[src/rtl/arb_pkg.sv]
// Shared types and constants for the two-port (fetch/data) memory arbiter.
// Used by mem_arbiter and arb_pick.
package arb_pkg;

    localparam int unsigned BYTE_ADDR_W = 32;
    localparam int unsigned RESP_W      = 64;

    typedef enum logic [1:0] {
        ST_IDLE   = 2'd0,
        ST_ACCESS = 2'd1,
        ST_RESP   = 2'd2
    } arb_state_e;

    typedef enum logic {
        PORT_I = 1'b0,
        PORT_D = 1'b1
    } arb_port_e;

    // Wide zero, narrowed at the point of use to the response data width.
    localparam logic [RESP_W-1:0] RESP_ZERO = '0;

    function automatic logic word_aligned(input logic [BYTE_ADDR_W-1:0] addr);
        return addr[1:0] == 2'b00;
    endfunction

endpackage

[src/rtl/arb_pick.sv]
// Combinational two-way picker between the fetch and data requesters.
// RR_EN=1 favours the port not granted last on a conflict; otherwise data wins.
module arb_pick
    import arb_pkg::*;
#(
    parameter bit RR_EN = 1'b0
) (
    input  logic      fetch_req_i,
    input  logic      data_req_i,
    input  arb_port_e last_grant_i,
    output logic      any_req_c_o,
    output arb_port_e grant_c_o
);

    always_comb begin
        any_req_c_o = fetch_req_i | data_req_i;
        grant_c_o   = data_req_i ? PORT_D : PORT_I;
        if (RR_EN && fetch_req_i && data_req_i) begin
            grant_c_o = (last_grant_i == PORT_D) ? PORT_I : PORT_D;
        end
    end

endmodule

[src/rtl/mem_arbiter.sv]
// Two-port arbiter sharing one single-cycle memory between a read-only fetch
// port and a read/write data port. Define ARB_ROUND_ROBIN_EN for round-robin.
module mem_arbiter
    import arb_pkg::*;
#(
    parameter int unsigned ADDR_W = 10,
    parameter int unsigned DATA_W = 32
) (
    input  logic              clk,
    input  logic              rst_n,

    input  logic              i_req,
    input  logic [31:0]       i_addr,
    output logic              i_ack,
    output logic              i_err,
    output logic [DATA_W-1:0] i_rdata,

    input  logic              d_req,
    input  logic              d_we,
    input  logic [31:0]       d_addr,
    input  logic [DATA_W-1:0] d_wdata,
    output logic              d_ack,
    output logic              d_err,
    output logic [DATA_W-1:0] d_rdata,

    output logic              mem_we,
    output logic [ADDR_W-1:0] mem_addr,
    output logic [DATA_W-1:0] mem_wdata,
    input  logic [DATA_W-1:0] mem_rdata
);

    localparam logic [DATA_W-1:0] DATA_ZERO = DATA_W'(RESP_ZERO);

    // Assert asynchronously, release on the clock.
    logic rst_meta_q;
    logic rst_sync_q;

    always_ff @(posedge clk or negedge rst_n) begin
        if (!rst_n) begin
            rst_meta_q <= 1'b0;
            rst_sync_q <= 1'b0;
        end else begin
            rst_meta_q <= 1'b1;
            rst_sync_q <= rst_meta_q;
        end
    end

    arb_state_e        state_q,     state_d;
    arb_port_e         grant_q,     grant_d;
    logic              acc_err_q,   acc_err_d;
    logic              acc_wr_q,    acc_wr_d;
    logic              mem_we_q,    mem_we_d;
    logic [ADDR_W-1:0] mem_addr_q,  mem_addr_d;
    logic [DATA_W-1:0] mem_wdata_q, mem_wdata_d;
    logic              i_ack_q,     i_ack_d;
    logic              i_err_q,     i_err_d;
    logic [DATA_W-1:0] i_rdata_q,   i_rdata_d;
    logic              d_ack_q,     d_ack_d;
    logic              d_err_q,     d_err_d;
    logic [DATA_W-1:0] d_rdata_q,   d_rdata_d;

    logic              any_req_c;
    arb_port_e         pick_c;
    arb_port_e         last_grant_c;
    logic [31:0]       sel_addr_c;
    logic              sel_aligned_c;
    logic [DATA_W-1:0] acc_rdata_c;
    logic              unused_addr_c;

`ifdef ARB_ROUND_ROBIN_EN
    localparam bit RR_EN = 1'b1;

    arb_port_e last_grant_q, last_grant_d;
    logic      grant_en_c;

    assign grant_en_c   = (state_q != ST_ACCESS) && any_req_c;
    assign last_grant_d = grant_en_c ? pick_c : last_grant_q;
    assign last_grant_c = last_grant_q;

    // Pointer starts at fetch so data wins the first conflict.
    always_ff @(posedge clk or negedge rst_sync_q) begin
        if (!rst_sync_q) begin
            last_grant_q <= PORT_I;
        end else begin
            last_grant_q <= last_grant_d;
        end
    end
`else
    localparam bit RR_EN = 1'b0;

    assign last_grant_c = PORT_I;
`endif

    arb_pick #(
        .RR_EN (RR_EN)
    ) u_pick (
        .fetch_req_i  (i_req),
        .data_req_i   (d_req),
        .last_grant_i (last_grant_c),
        .any_req_c_o  (any_req_c),
        .grant_c_o    (pick_c)
    );

    assign sel_addr_c    = (pick_c == PORT_D) ? d_addr : i_addr;
    assign sel_aligned_c = word_aligned(sel_addr_c);
    // Upper byte-address bits wrap within the memory.
    assign unused_addr_c = ^sel_addr_c[31:ADDR_W+2];
    assign acc_rdata_c   = (acc_err_q || acc_wr_q) ? DATA_ZERO : mem_rdata;

    always_comb begin
        state_d     = state_q;
        grant_d     = grant_q;
        acc_err_d   = acc_err_q;
        acc_wr_d    = acc_wr_q;
        mem_we_d    = 1'b0;
        mem_addr_d  = mem_addr_q;
        mem_wdata_d = mem_wdata_q;
        i_ack_d     = 1'b0;
        i_err_d     = 1'b0;
        i_rdata_d   = DATA_ZERO;
        d_ack_d     = 1'b0;
        d_err_d     = 1'b0;
        d_rdata_d   = DATA_ZERO;

        unique case (state_q)
            ST_IDLE, ST_RESP: begin
                if (any_req_c) begin
                    state_d     = ST_ACCESS;
                    grant_d     = pick_c;
                    acc_err_d   = !sel_aligned_c;
                    acc_wr_d    = (pick_c == PORT_D) && d_we;
                    mem_addr_d  = sel_addr_c[ADDR_W+1:2];
                    mem_wdata_d = d_wdata;
                    mem_we_d    = (pick_c == PORT_D) && d_we && sel_aligned_c;
                end else begin
                    state_d = ST_IDLE;
                end
            end
            ST_ACCESS: begin
                state_d = ST_RESP;
                if (grant_q == PORT_D) begin
                    d_ack_d   = 1'b1;
                    d_err_d   = acc_err_q;
                    d_rdata_d = acc_rdata_c;
                end else begin
                    i_ack_d   = 1'b1;
                    i_err_d   = acc_err_q;
                    i_rdata_d = acc_rdata_c;
                end
            end
            default: state_d = ST_IDLE;
        endcase
    end

    always_ff @(posedge clk or negedge rst_sync_q) begin
        if (!rst_sync_q) begin
            state_q     <= ST_IDLE;
            grant_q     <= PORT_I;
            acc_err_q   <= 1'b0;
            acc_wr_q    <= 1'b0;
            mem_we_q    <= 1'b0;
            mem_addr_q  <= '0;
            mem_wdata_q <= DATA_ZERO;
            i_ack_q     <= 1'b0;
            i_err_q     <= 1'b0;
            i_rdata_q   <= DATA_ZERO;
            d_ack_q     <= 1'b0;
            d_err_q     <= 1'b0;
            d_rdata_q   <= DATA_ZERO;
        end else begin
            state_q     <= state_d;
            grant_q     <= grant_d;
            acc_err_q   <= acc_err_d;
            acc_wr_q    <= acc_wr_d;
            mem_we_q    <= mem_we_d;
            mem_addr_q  <= mem_addr_d;
            mem_wdata_q <= mem_wdata_d;
            i_ack_q     <= i_ack_d;
            i_err_q     <= i_err_d;
            i_rdata_q   <= i_rdata_d;
            d_ack_q     <= d_ack_d;
            d_err_q     <= d_err_d;
            d_rdata_q   <= d_rdata_d;
        end
    end

    assign mem_we    = mem_we_q;
    assign mem_addr  = mem_addr_q;
    assign mem_wdata = mem_wdata_q;
    assign i_ack     = i_ack_q;
    assign i_err     = i_err_q;
    assign i_rdata   = i_rdata_q;
    assign d_ack     = d_ack_q;
    assign d_err     = d_err_q;
    assign d_rdata   = d_rdata_q;

endmodule

[config.mk]
export PLATFORM = sky130hd
export DESIGN_NAME = mem_arbiter
export DESIGN_NICKNAME = d
export VERILOG_FILES = /design/src/rtl/arb_pkg.sv /design/src/rtl/arb_pick.sv /design/src/rtl/mem_arbiter.sv
export SDC_FILE = /design/constraint.sdc
export NUM_CORES = 1
export LEC_CHECK = 0
export CAP_MARGIN = 0
export CORE_MARGIN = 10
export CORE_UTILIZATION = 40
export DETAILED_ROUTE_END_ITERATION = 16
export PLACE_DENSITY = 0.91
export RECOVER_POWER = 100
export REMOVE_ABC_BUFFERS = 1
export SYNTH_ARGS = -nofsm -noshare
export SYNTH_HDL_FRONTEND = slang
export SYNTH_HIERARCHICAL = 1
export SYNTH_SLANG_ARGS = --single-unit
[constraint.sdc]
create_clock -name clk -period 8.1 [get_ports clk]
set_input_delay 2.025 -clock clk [delete_from_list [all_inputs] [get_ports clk]]
set_output_delay 2.025 -clock clk [all_outputs]
set_load 0.005 [all_outputs]
**Run 1: local utilization**

12 x 12 tiles, from white (low) to dark blue (high), 0 to 100% covered.
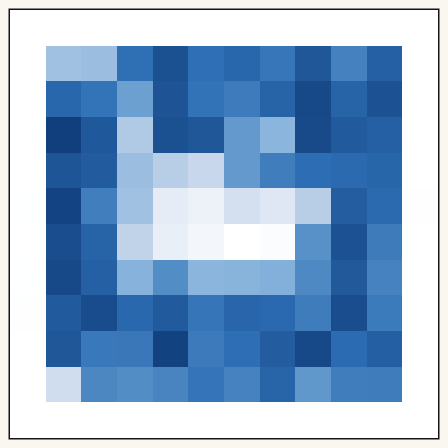
- fullest tile: 94%
- emptiest ninth of the die: centre
- mean over tiles: 45%
- tiles over 75% full: 31%
- nearly empty tiles: 32%
Initial Util: 40.55%
core area: 10230 um2
Final Util: 67.38%

**Run 1: cell sizes after repair**

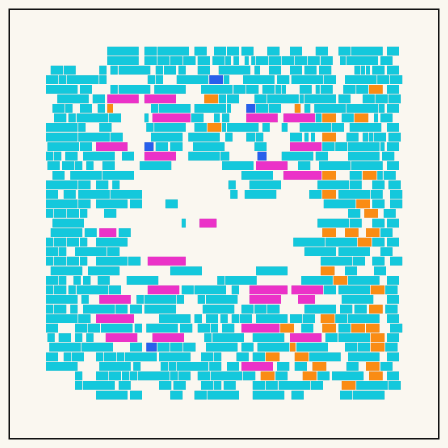
- cyan: x1 and smaller (cells 432; share 87%; most used dlygate4sd3_1)
- blue: x3 and x4 (cells 5; share 1.0%; most used clkinvlp_4)
- magenta: x6 and larger (cells 25; share 5.0%; most used clkbuf_16)
- orange: x2 (cells 37; share 7.4%; most used mux2_2)
Buffers, non-clock: 205
worst setup margin: 2.266 ns
area grow syn2layout: 66.16%
design area: 6894 um2

==> flow_metrics.tcl, run 1 <==
# place-and-route summary
set metrics [dict create \
    cp-start-kind "input port" \
    slew-limit-headroom_pct -145.1 \
    rrSetupSlack_ns 3.11 \
    cpMaxStageDelayCell "clkbuf_1" \
    path_cells "dlygate4sd3_1 -> or2_1 -> nor2b_1 -> clkbuf_1 -> mux2_2" \
    taps 136 \
    fmax_mhz 171.4 \
    nonClkBufAreaFrac_pct 29.58 \
    detail_route.vias_per_cell 4.797 \
    grt_max_degree 73 \
    worstSetupPathType "input port to flip-flop" \
    clock_path_buffers 2 \
    routedWlPerCell_um 19.45 \
    swShare_pct 21.80 \
    power_frac_clock_pct 47.6 \
    reg2regPathDepth 1 \
    hpwl_mm 8.972 \
    dieHeight_um 121.8 \
    grt_use_total_pct 16.78 \
    rows 37 \
    grt_pass1_vias 3452 \
    vias 3046 \
    seq_cells 118 \
    drive_above_1_share_pct 13.43 \
    htree_levels 4 \
    dr_wl_met2_mm 6.114 \
    post_cts_buffers 0 \
    min-delay-start "rst_meta_q" \
    fin_nets 619 \
    io_buffer_count 203 \
    hold_end "rst_sync_q" \
    clock_latency_ns 0.51 \
    rr_endpoint "grant_q" \
    dr.pass1.iters 4 \
    crit_required_ns 8.48 \
    gp_congestion 0.8618 \
    finalNonFillerCells 635 \
    dominant_cells "flip-flops and latches" \
    sh_seq_area_pct 42.83 \
    cts_made_buffers 17 \
    fin_crit_sh_pct 72.03 \
    fillCellCount 728 \
    intPower_mw 1.362 \
    critical_path_arrival_ns 6.22 \
    inv_count 1 \
    placed_cells 603 \
    rsz0062_at_grt "no" \
    highest_layer "met5" \
    logic_gate_count 143 \
    p_switching_mw 0.3796 \
    n_antenna_cell 0 \
    cts.sinks 118 \
    cp.depth 5 \
    die-area_um2 14850 \
    seq_area_um2 2953 \
    grtUsageMet1_pct 17.75 \
    synthesis.area_um2 4149 \
    critPathMaxStageDelay_ns 1.41 \
    crit_family "buffers and inverters" \
    combPwrFrac_pct 13.8 \
    antenna_found_initial 1 \
    drc_errors 0 \
    cts_tree "yes" \
    grt_overflow 0 \
    min_period_ns 5.834 \
    violations "capacitance limit, slew limit" \
    wl_met3_mm 1.554 \
    comb_area_share_pct 15.37 \
    first_iter_violations 131 \
    grt_first_pass_wirelength_mm 19.04 \
    power.sequential.total_mw 0.672 \
    power_leader "the clock network" \
    worstPathMaxFanout 37 \
    hold_path_class "flip-flop to flip-flop" \
    cts_resized 0 \
    warnings 65 \
    whs_ns 0.3588 \
    io_pins 244 \
    top_usage_layer "met2" \
    p_total_mw 1.741 \
    hold_buffers 0 \
    crit_end "mem_wdata[2]" \
    yosys_warnings 6 \
    cp-startpoint "d_req" \
    pre_cts_slack_ns 3.449 \
    dpl_cell_area_um2 6250 \
    rr_startpoint "rst_sync_q" \
    mostFrequentLayoutCells "145 x dlygate4sd3_1, 118 x dfrtp_1, 65 x and3_1, 58 x clkdlybuf4s50_1, 34 x mux2_2" \
    power_density_nw_per_um2 252.6 \
    ir_drop_v 0.0001511 \
    antenna_left 0 \
    finalMaxSlewViolations 191 \
    grt_use_met3_pct 9.251 \
    synthCells 283 \
    p_leak_nw 3.502 \
    power_frac_seq_pct 38.6 \
    wl_met1_mm 4.574 \
    finClkSkew_ns 0.006163 \
    path_clk_slew_ns 0.05 \
    routed_wl_mm 12.35 \
    tns_ns 0 \
    clk_share_pct 9.691 \
    worst_slew_pin_slew_ns 3.676 \
    drv_cap 4 \
    root_buffer "clkbuf_8" \
    holdPathStages 0 \
    nClkBuffers 19 \
    met2_usage_pct 27.69 \
    end_kind "flip-flop" \
    cp_num_buf_inv 2 \
    layout_top_cell "dlygate4sd3_1" \
    comb_power_mw 0.241 \
    logic_area_um2 1060 \
    status "finished, violations left" \
    pg_clk_mw 0.829 \
    finalSetupViolCount 0 \
    die_w_um 121.8 \
    avgSynthCellArea_um2 14.66 \
    hold_viol 0 \
]
**Run 1: I/O pins on the die edge**

Bar = 20 um. Pins as bars across the die edge, other pins in grey.
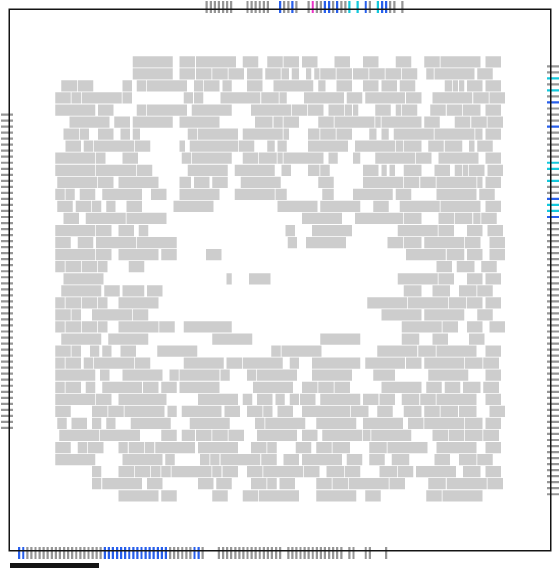
- magenta: mem_we (pins 1; direction output; edge north)
- blue: i_addr (pins 32; direction input; edge 20 south, 8 north, 4 east)
- cyan: mem_addr (pins 10; direction output; edge 7 east, 3 north)
- all pins by edge: 81 south, 72 east, 53 west, 38 north

**Run 1: placed standard cells**

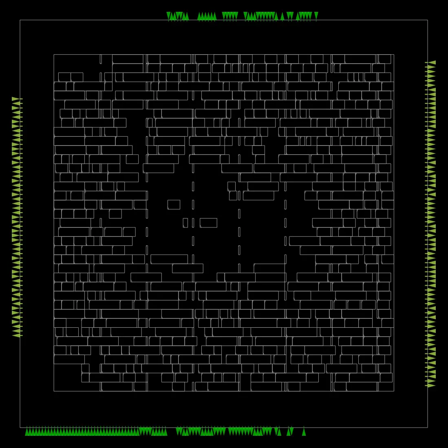

==> run 1 -> run 2 <==
--- a/config.mk
+++ b/config.mk
@@ -7,9 +7,9 @@
 export LEC_CHECK = 0
 export CAP_MARGIN = 0
 export CORE_MARGIN = 10
-export CORE_UTILIZATION = 40
+export CORE_UTILIZATION = 38
 export DETAILED_ROUTE_END_ITERATION = 16
-export PLACE_DENSITY = 0.91
+export PLACE_DENSITY = 0.88
 export RECOVER_POWER = 100
 export REMOVE_ABC_BUFFERS = 1
 export SYNTH_ARGS = -nofsm -noshare
==> constraint.sdc (replaced) <==
create_clock -name clk -period 5.8 [get_ports clk]
set_input_delay 1.45 -clock clk [delete_from_list [all_inputs] [get_ports clk]]
set_output_delay 1.45 -clock clk [all_outputs]
set_load 0.005 [all_outputs]
**Run 2: placed standard cells**

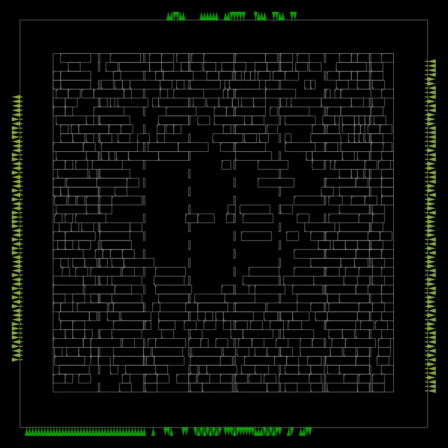
Final Util: 64.00%
Non-Filler Instances: 639
# rows: 38
Fillers: 809

==> flow_metrics.tcl, run 2 <==
# place-and-route summary
set metrics [dict create \
    status "finished, violations left" \
    violations "capacitance limit, slew limit" \
    power_leader "the clock network" \
    grtUsageMet1_pct 17.11 \
    worstPathMaxFanout 51 \
    whs_ns 0.3571 \
    clock_path_buffers 2 \
    power_frac_clock_pct 46.6 \
    power_density_nw_per_um2 347.8 \
    cts_tree "yes" \
    n_antenna_cell 0 \
    post_cts_buffers 0 \
    drc_errors 0 \
    min-delay-start "rst_meta_q" \
    detail_route.vias_per_cell 4.732 \
    die_w_um 124.5 \
    ir_drop_v 0.0002102 \
    antenna_left 0 \
    rr_endpoint "mem_addr[2]" \
    core_um2 10750 \
    cpMaxStageDelayCell "nor2b_2" \
    dpl_cell_area_um2 6262 \
    clk_share_pct 9.225 \
    wl_met3_mm 1.686 \
    dieHeight_um 124.5 \
    layout_top_cell "dfrtp_1" \
    worst_slew_pin_slew_ns 2.258 \
    hold_buffers 0 \
    hold_path_class "flip-flop to flip-flop" \
    hold_end "rst_sync_q" \
    hold_viol 0 \
    nonClkBufAreaFrac_pct 29.79 \
    gp_congestion 0.8111 \
    path_cells "dlygate4sd3_1 -> buf_4 -> or2_1 -> nor2b_2 -> clkbuf_1 -> nor2_1 -> a21oi_1" \
    fp_util_pct 38.61 \
    routed_wl_mm 12.40 \
    worstSetupPathType "input port to flip-flop" \
    synthCells 283 \
    top_usage_layer "met2" \
    avgSynthCellArea_um2 14.66 \
    end_kind "flip-flop" \
    finalSetupViolCount 0 \
    rrSetupSlack_ns 2.50 \
    htree_levels 4 \
    slew-limit-headroom_pct -50.53 \
    pg_clk_mw 1.11 \
    yosys_warnings 6 \
    cts_resized 0 \
    grt_overflow 0 \
    antenna_found_initial 1 \
    p_total_mw 2.392 \
    first_iter_violations 182 \
    rr_startpoint "rst_sync_q" \
    warnings 65 \
    clock_latency_ns 0.50 \
    io_pins 244 \
    grt_pass1_vias 3346 \
    dominant_cells "flip-flops and latches" \
    die-area_um2 15500 \
    placed_cells 608 \
    grt_first_pass_wirelength_mm 19.35 \
    pre_cts_slack_ns 1.887 \
    path_clk_slew_ns 0.06 \
    logic_area_um2 1062 \
    comb_power_mw 0.338 \
    cp-start-kind "input port" \
    met2_usage_pct 24.32 \
    fin_nets 620 \
    cp_num_buf_inv 3 \
    logic_gate_count 143 \
    min_period_ns 4.151 \
    routedWlPerCell_um 19.41 \
    cts.sinks 118 \
    critPathMaxStageDelay_ns 1.65 \
    final_cell_area_um2 6877 \
    power.sequential.total_mw 0.940 \
    crit_end "mem_addr[8]" \
    power_frac_seq_pct 39.3 \
    seq_area_um2 2953 \
    sh_seq_area_pct 42.94 \
    fin_crit_sh_pct 71.57 \
    grt_max_degree 65 \
    finalMaxSlewViolations 112 \
    intPower_mw 1.870 \
    p_switching_mw 0.5218 \
    crit_required_ns 6.22 \
    drv_cap 3 \
]
**Run 2: cell sizes after repair**

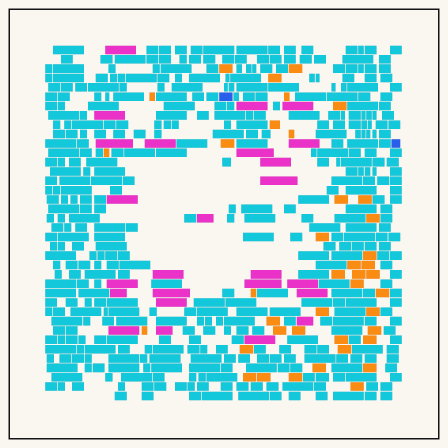
- blue: x3 and x4 (cells 2; share 0.40%)
- magenta: x6 and larger (cells 25; share 5.0%; most used clkbuf_16)
- cyan: x1 and smaller (cells 432; share 87%; most used dfrtp_1)
- orange: x2 (cells 40; share 8.0%; most used mux2_2)
Buffers, non-clock: 206
worst setup margin: 1.649 ns
area grow syn2layout: 65.74%

**Run 2: local utilization**

12 x 12 tiles, from white (low) to dark blue (high), 0 to 100% covered.
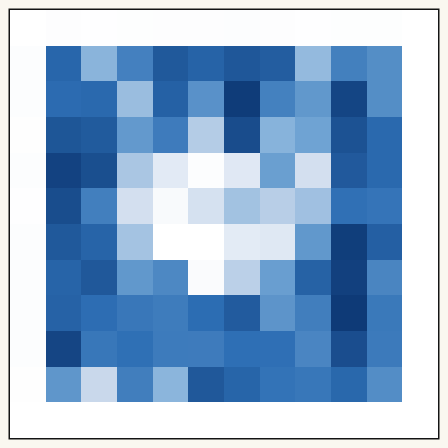

==> run 2 -> run 3 <==
--- a/config.mk
+++ b/config.mk
@@ -7,9 +7,9 @@
 export LEC_CHECK = 0
 export CAP_MARGIN = 0
 export CORE_MARGIN = 10
-export CORE_UTILIZATION = 38
+export CORE_UTILIZATION = 34
 export DETAILED_ROUTE_END_ITERATION = 16
-export PLACE_DENSITY = 0.88
+export PLACE_DENSITY = 0.83
 export RECOVER_POWER = 100
 export REMOVE_ABC_BUFFERS = 1
 export SYNTH_ARGS = -nofsm -noshare
==> constraint.sdc (replaced) <==
create_clock -name clk -period 3.7 [get_ports clk]
set_input_delay 0.925 -clock clk [delete_from_list [all_inputs] [get_ports clk]]
set_output_delay 0.925 -clock clk [all_outputs]
set_load 0.005 [all_outputs]
**Run 3: local utilization**

13 x 13 tiles, from white (low) to dark blue (high), 0 to 100% covered.
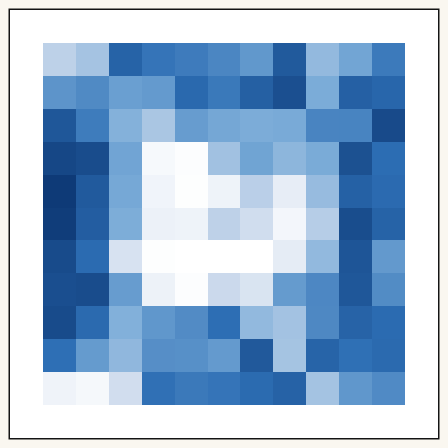
- fullest tile: 96%
- emptiest ninth of the die: centre
- tiles over 75% full: 21%
- nearly empty tiles: 33%
- mean over tiles: 39%
Initial Util: 34.69%
Final Util: 56.54%
core area: 11960 um2

**Run 3: placed standard cells**

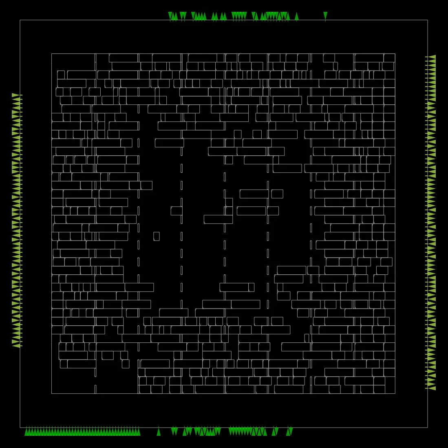
flip-flops: 118
Tapcells: 147
# rows: 40

==> flow_metrics.tcl, run 3 <==
# place-and-route summary
set metrics [dict create \
    path_cells "clkdlybuf4s50_1 -> clkbuf_1 -> or2_0 -> nor2b_4 -> buf_12 -> mux2_2" \
    io_pins 244 \
    yosys_warnings 6 \
    cp_num_buf_inv 3 \
    finalMaxSlewViolations 34 \
    slew-limit-headroom_pct -3.806 \
    intPower_mw 2.579 \
    synthToLayoutAreaGrowth_pct 63.00 \
    grt_overflow 0 \
    cts.sinks 118 \
    grt_first_pass_wirelength_mm 18.04 \
    min_period_ns 2.967 \
    cts_tree "yes" \
    grtUsageMet1_pct 14.91 \
    cp.depth 6 \
    layout_top_cell "dfrtp_1" \
    fin_nets 621 \
    violations "capacitance limit, slew limit" \
    met2_usage_pct 20.89 \
    vias 3013 \
    cts_resized 0 \
    crit_required_ns 3.98 \
    cts_made_buffers 17 \
    routedWlPerCell_um 18.30 \
    antenna_left 0 \
    die_w_um 130.5 \
    status "finished, violations left" \
    critPathMaxStageDelay_ns 0.71 \
    rrSetupSlack_ns 1.50 \
    clock_latency_ns 0.41 \
    logic_gate_count 143 \
    wl_met3_mm 2.035 \
    grt_pass1_vias 3243 \
    top_usage_layer "met2" \
    seq_area_um2 2953 \
    n_antenna_cell 0 \
    power.sequential.total_mw 1.47 \
    finalSetupViolCount 0 \
    power_density_nw_per_um2 498.3 \
    power_frac_seq_pct 43.5 \
    htree_levels 4 \
    die-area_um2 17020 \
    rr_endpoint "d_rdata[11]" \
    dpl_cell_area_um2 6291 \
    grt_max_degree 65 \
    finalNonFillerCells 645 \
    nonClkBufAreaFrac_pct 30.55 \
    dieHeight_um 130.5 \
    placed_cells 616 \
    fmax_mhz 337.1 \
    p_switching_mw 0.7903 \
    drv_cap 1 \
    end_kind "flip-flop" \
    min-delay-start "rst_meta_q" \
    cp-startpoint "d_req" \
    sh_seq_area_pct 43.66 \
    power_leader "sequential cells" \
    rr_startpoint "rst_sync_q" \
    post_cts_buffers 0 \
    whs_ns 0.3462 \
    path_clk_slew_ns 0.05 \
    synthCells 283 \
    detail_route.vias_per_cell 4.671 \
    worstPathMaxFanout 50 \
    hold_viol 0 \
    warnings 65 \
    fillCellCount 972 \
    comb_power_mw 0.536 \
    gp_congestion 0.7408 \
    nNonClkBuffers 207 \
    dominant_cells "flip-flops and latches" \
    fin_ws_ns 0.7333 \
    logic_area_um2 1067 \
    worst_slew_pin_slew_ns 1.556 \
    antenna_found_initial 0 \
    drc_errors 0 \
    crit_family "buffers and inverters" \
    hold_end "rst_sync_q" \
    clk_share_pct 7.234 \
    fin_crit_sh_pct 80.18 \
    power_frac_clock_pct 40.6 \
    p_total_mw 3.370 \
    cp-start-kind "input port" \
    pre_cts_slack_ns 0.8400 \
    first_iter_violations 100 \
    final_cell_area_um2 6763 \
    routed_wl_mm 11.80 \
    pg_clk_mw 1.37 \
    crit_end "mem_wdata[4]" \
    clock_path_buffers 2 \
    avgSynthCellArea_um2 14.66 \
    cpMaxStageDelayCell "clkbuf_1" \
    io_buffer_count 203 \
    worstSetupPathType "input port to flip-flop" \
    hold_path_class "flip-flop to flip-flop" \
    ir_drop_v 0.0003262 \
    hold_buffers 0 \
    highest_layer "met4" \
]

==> screenshots <==
Close-up of the layout.
panel A
Window x 81 to 101, y 81 to 101 um. Cells in grey, sequential cells in the stronger grey; small squares are vias.
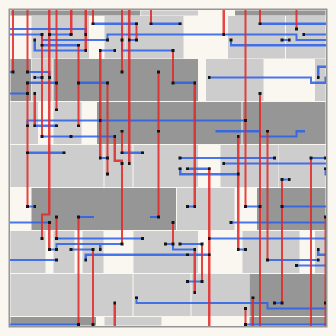
panel B
Window x 83 to 103, y 83 to 103 um. Cells in grey, sequential cells in the stronger grey; small squares are vias.
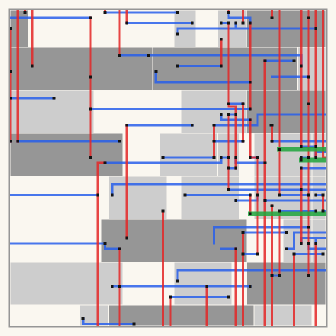
panel C
Window x 88 to 108, y 88 to 108 um. Cells in grey, sequential cells in the stronger grey; small squares are vias.
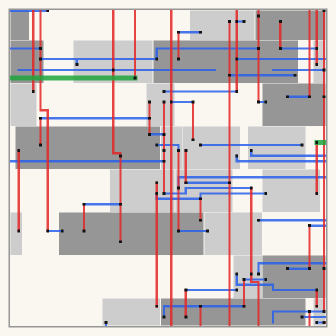
| from | picture |
|---|---|
| run 3 | panel C |
| run 2 | panel B |
| run 1 | panel A |

Key to panel B:
- red: M2
- green: M3
- blue: M1
- netlist names of flops here include: mem_addr (5), mem_wdata (2)
- sequential cells in the window: 7
- most frequent: dfrtp_1 (7), clkdlybuf4s50_1 (4), nor2_1 (3)
- cells with their middle in the window: 22

